File: src/rtl/dp_share_pkg.sv
// Shared types and defaults for the two-requester datapath arbiter.
package dp_share_pkg;

    localparam int DP_WIDTH = 16;

    typedef enum logic [2:0] {
        IDLE   = 3'd0,
        LOAD   = 3'd1,
        DECIDE = 3'd2,
        EXEC   = 3'd3,
        RESP   = 3'd4
    } state_e;

    typedef enum logic [1:0] {
        OP_MUL = 2'd0,
        OP_DIV = 2'd1,
        OP_CLR = 2'd2
    } op_e;

    // Positive AR doubles BR, negative AR halves AR, zero clears.
    // Both flags high cannot happen on a sane datapath; MUL is the tie-break.
    function automatic op_e decode_op(input logic gt, input logic lt);
        if (gt) begin
            return OP_MUL;
        end else if (lt) begin
            return OP_DIV;
        end else begin
            return OP_CLR;
        end
    endfunction

endpackage

File: src/rtl/rr_arb2.sv
// Two-way round-robin picker with a last-served pointer.
module rr_arb2 (
    input  logic       i_clk,
    input  logic       i_reset_b,
    input  logic [1:0] i_req,
    input  logic       i_update,
    input  logic       i_served,
    output logic       o_valid,
    output logic       o_idx
);

    logic r_ptr;

    // Remember who was served last; reset favours requester 0 on first contention.
    always_ff @(posedge i_clk or negedge i_reset_b) begin
        if (!i_reset_b) begin
            r_ptr <= 1'b1;
        end else if (i_update) begin
            r_ptr <= i_served;
        end
    end

    // Contention goes to whoever was not served last; otherwise the lone requester.
    always_comb begin
        o_valid = |i_req;
        if (i_req == 2'b11) begin
            o_idx = ~r_ptr;
        end else begin
            o_idx = i_req[1];
        end
    end

endmodule

File: src/rtl/dp_share_arbiter.sv
// Shares one AR/BR/CR datapath between two requesters: arbitrate, sequence
// the datapath strobes, and return CR to the winner with a one-cycle ack.
module dp_share_arbiter
    import dp_share_pkg::*;
#(
    parameter int WIDTH = DP_WIDTH
) (
    input  logic             i_clk,
    input  logic             i_reset_b,
    input  logic [1:0]       i_req,
    input  logic [WIDTH-1:0] i_data_ar_0,
    input  logic [WIDTH-1:0] i_data_br_0,
    input  logic [WIDTH-1:0] i_data_ar_1,
    input  logic [WIDTH-1:0] i_data_br_1,
    output logic [1:0]       o_ack,
    output logic [WIDTH-1:0] o_result,
    output logic             o_grant_id,
    output logic             o_busy,
    output logic [7:0]       o_op_count,
    output logic [WIDTH-1:0] o_data_ar,
    output logic [WIDTH-1:0] o_data_br,
    output logic             o_ld_ar_br,
    output logic             o_div_ar_x2_cr,
    output logic             o_mul_br_x2_cr,
    output logic             o_clr_cr,
    input  logic             i_ar_gt_0,
    input  logic             i_ar_lt_0,
    input  logic [WIDTH-1:0] i_cr
);

    state_e           r_state;
    op_e              r_op;
    logic [WIDTH-1:0] r_op_ar;
    logic [WIDTH-1:0] r_op_br;
    logic [WIDTH-1:0] r_result;
    logic [1:0]       r_ack;
    logic             r_grant_id;
    logic [7:0]       r_op_count;

    logic             w_grant_valid;
    logic             w_grant_idx;
    logic             w_ptr_update;

    assign w_ptr_update = (r_state == RESP);

    rr_arb2 u_rr_arb2 (
        .i_clk     (i_clk),
        .i_reset_b (i_reset_b),
        .i_req     (i_req),
        .i_update  (w_ptr_update),
        .i_served  (r_grant_id),
        .o_valid   (w_grant_valid),
        .o_idx     (w_grant_idx)
    );

    // Main sequencer. Ack, result and count are loaded on the EXEC->RESP edge
    // (CR is valid there) so they are all visible during the RESP cycle.
    always_ff @(posedge i_clk or negedge i_reset_b) begin
        if (!i_reset_b) begin
            r_state    <= IDLE;
            r_op       <= OP_CLR;
            r_op_ar    <= '0;
            r_op_br    <= '0;
            r_result   <= '0;
            r_ack      <= 2'b00;
            r_grant_id <= 1'b0;
            r_op_count <= 8'd0;
        end else begin
            case (r_state)
                IDLE: begin
                    if (w_grant_valid) begin
                        r_op_ar    <= w_grant_idx ? i_data_ar_1 : i_data_ar_0;
                        r_op_br    <= w_grant_idx ? i_data_br_1 : i_data_br_0;
                        r_grant_id <= w_grant_idx;
                        r_state    <= LOAD;
                    end
                end
                LOAD: begin
                    r_state <= DECIDE;
                end
                DECIDE: begin
                    r_op    <= decode_op(i_ar_gt_0, i_ar_lt_0);
                    r_state <= EXEC;
                end
                EXEC: begin
                    r_result   <= i_cr;
                    r_ack      <= r_grant_id ? 2'b10 : 2'b01;
                    r_op_count <= r_op_count + 8'd1;
                    r_state    <= RESP;
                end
                RESP: begin
                    r_ack   <= 2'b00;
                    r_state <= IDLE;
                end
                default: begin
                    r_state <= IDLE;
                end
            endcase
        end
    end

    // Strobes are pure decodes of the state register, so at most one is ever high.
    always_comb begin
        o_ld_ar_br     = (r_state == LOAD);
        o_mul_br_x2_cr = (r_state == EXEC) && (r_op == OP_MUL);
        o_div_ar_x2_cr = (r_state == EXEC) && (r_op == OP_DIV);
        o_clr_cr       = (r_state == EXEC) && (r_op == OP_CLR);
    end

    assign o_busy     = (r_state != IDLE);
    assign o_data_ar  = o_busy ? r_op_ar : '0;
    assign o_data_br  = o_busy ? r_op_br : '0;
    assign o_ack      = r_ack;
    assign o_result   = r_result;
    assign o_grant_id = r_grant_id;
    assign o_op_count = r_op_count;

endmodule

File: config.mk
export PLATFORM = sky130hd
export DESIGN_NAME = dp_share_arbiter
export DESIGN_NICKNAME = d
export VERILOG_FILES = /design/src/rtl/dp_share_pkg.sv /design/src/rtl/rr_arb2.sv /design/src/rtl/dp_share_arbiter.sv
export SDC_FILE = /design/constraint.sdc
export NUM_CORES = 1
export LEC_CHECK = 0
export CAP_MARGIN = 25
export CORE_MARGIN = 2
export CORE_UTILIZATION = 45
export DETAILED_ROUTE_END_ITERATION = 10
export PLACE_DENSITY = 0.85
export SYNTH_ARGS = -nofsm -noshare
export SYNTH_HDL_FRONTEND = slang
export SYNTH_SLANG_ARGS = --single-unit
File: constraint.sdc
create_clock -name i_clk -period 2.6 [get_ports i_clk]
set_input_delay 0.52 -clock i_clk [delete_from_list [all_inputs] [get_ports i_clk]]
set_output_delay 0.52 -clock i_clk [all_outputs]
set_load 0.01 [all_outputs]
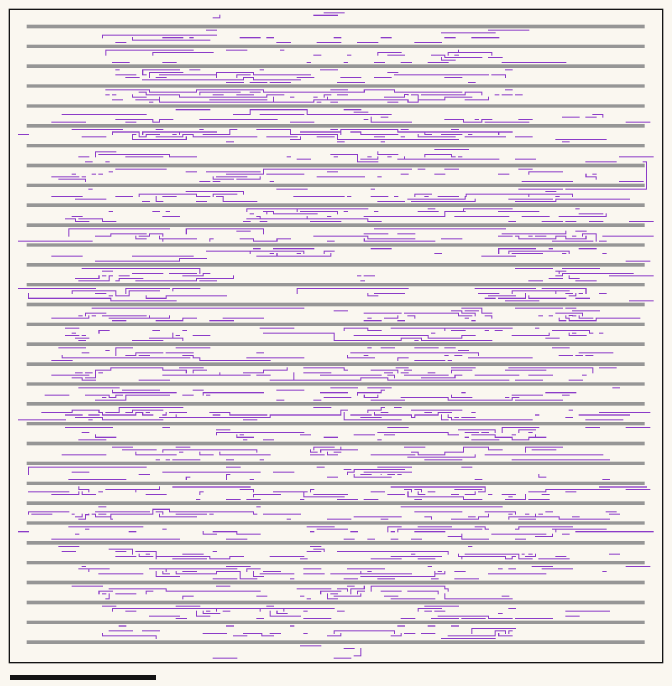
**Above:** signal wires on met1.
Scale bar: 20 um. Supply wires on this layer in gray.
The layer holds 41% of the routed length. The layer carries 3,760 um of wire. 463 nets have wire on it. The longest straight run is 30.4 um.

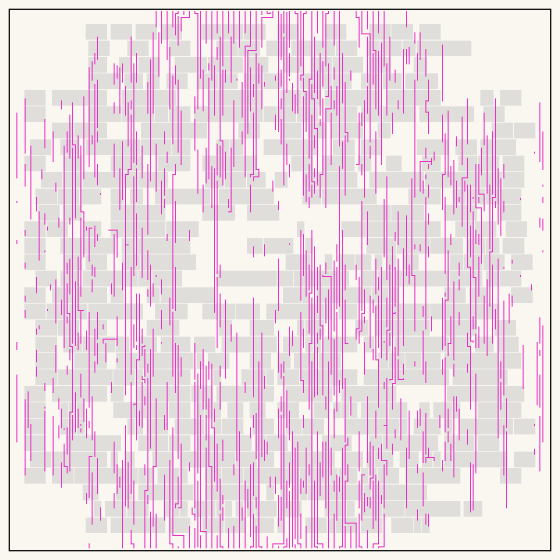
**Above:** signal wires on met2.
The layer carries 4,690 um of wire. The layer holds 52% of the routed length.

==> qor.yml <==
required_ns: 2.08
insertion_delay_ns: 0.33
simple_gate_share: 0.1765
rows: 31
warnings: 26
gp_congestion: 0.7374
irDropWorstVdd_uv: 646.4
ctsHoldBuffers: 0
powerDensity_nw_per_um2: 1256
netlist_instances: 292
tns_ns: 0
fmax_mhz: 401.6
cts.path.max_buffers: 2
numCtsBuffers: 9
overflow: 0
gr-usage-all-layers: 0.2311
hold_class: "input port to asynchronous set/reset pin"
yosysSeqAreaShare: 0.4975
wl_met1_um: 3763
routed-via-count: 2886
drv_cap: 0
root_buffer: "clkbuf_8"
highest_layer: "met4"
stdcell_count: 544
common_cells: "dfrtp_1 (63), nand2_1 (59), and2_1 (32), o32ai_1 (32), a2bb2oi_2 (30)"
skew_ns: 0.01239
worstPathCellList: "nor3_4, inv_4, and2_1, clkdlybuf4s50_1"
period_used_share: 0.9578
critPathBufInv: 2
top_usage_layer: "met2"
yosys_cells: 292
synth_nets: 379
tightest_slew_ns: 0.6504
syn2layout_area_growth_pct: 55.71
final_max_slew_viol_count: 0
drive_gt1_frac: 0.1640
outcome: "complete, no violations"
hpwl_um: 6557
ys_types: 33
die_y_um: 89.30
startpoint_type: "flip-flop"
ys.flops: 65
routed_wl_um: 9069
crit_type: "flip-flop to primary output"
edf_count: 0
grt_max_degree: 36
comb_power_share: 0.573
ioPinCount: 150
area_leaders: "dfrtp_1 (48%), a2bb2oi_2 (14%), o32ai_1 (8.6%), nand2_1 (6.8%), and2_1 (6.1%)"
yosysWarnings: 0
slowest_stage: "dfrtp_2"
coreArea_um2: 7137
cp-end-kind: "primary output"
logic_family: "AND-OR/OR-AND gates"
final_antenna_net_count: 0
yosys.area_share.xor_xnor: 0.02140
antenna_found_initial: 0
aoi_share: 0.2476
seq_power_share: 0.289
cts_setup_buffers: 0
chip_area_um2: 7974
p_sw_frac: 0.3631
die_w_um: 89.30
preCtsSetupSlack_ns: 0.2429
==> power by group through the flow <==
stage          Sequential, W  Combinational, W  Clock [W]
3_5_place_dp         0.00186           0.00369          0
6_report             0.00185           0.00367   0.000883
3_3_place_gp         0.00182           0.00358          0
4_1_cts              0.00184           0.00371   0.000901
5_1_grt              0.00190           0.00395   0.000942
2_1_floorplan        0.00186           0.00198          0
==> area by class of cell <==
class	count	area (um^2)
clock inverter	4	51.30
multi-input combinational	199	1508
fill	542	2038
clock buffer	12	155.1
inverter	3	13.76
tap	99	123.9
timing repair buffer	162	1617
sequential	65	1630
==> cells in the final DEF (no fill, tap or decap), drive strengths merged, types with 3 or more instances in the layout <==
cell and n:
nand2 59, mux2 3, xor2 4, inv 3
o32ai 32, buf 14, and2 32, xnor2 4
a2bb2oi 32, nor2 7, dfrtp 63, clkbuf 12
nor3 5, clkdlybuf4s50 148, nor3b 4
==> stage by stage <==
stage	util	area, um^2	total power [W]
final	0.7144	5099	0.006402
after global routing	0.7144	5099	0.006799
after CTS	0.7142	5097	0.006450
after detailed placement	0.6850	4888	0.005544
after global placement	0.6811	4861	0.005403
after floorplan	-	3274	0.003843
==> path summary, 6_finish.rpt <==
path	startpoint	end	slack (ns)	depth (start not counted)
worst max-delay path	r_state[2]$_DFFE_PN0P_	o_data_br[15]	0.11	4
max in group asynchronous	i_reset_b	r_op[1]$_DFFE_PN1P_	1.63	2
min in group i_clk	o_result[12]$_DFFE_PN0P_	o_result[12]$_DFFE_PN0P_	0.48	2
worst min-delay path	i_reset_b	o_result[10]$_DFFE_PN0P_	0.21	1
worst min register to register	o_result[12]$_DFFE_PN0P_	o_result[12]$_DFFE_PN0P_	0.48	2
worst max register to register	r_state[2]$_DFFE_PN0P_	r_op_br[1]$_DFFE_PN0P_	0.89	5
Power figures rest on the tool's default switching activity, not on a simulated workload.
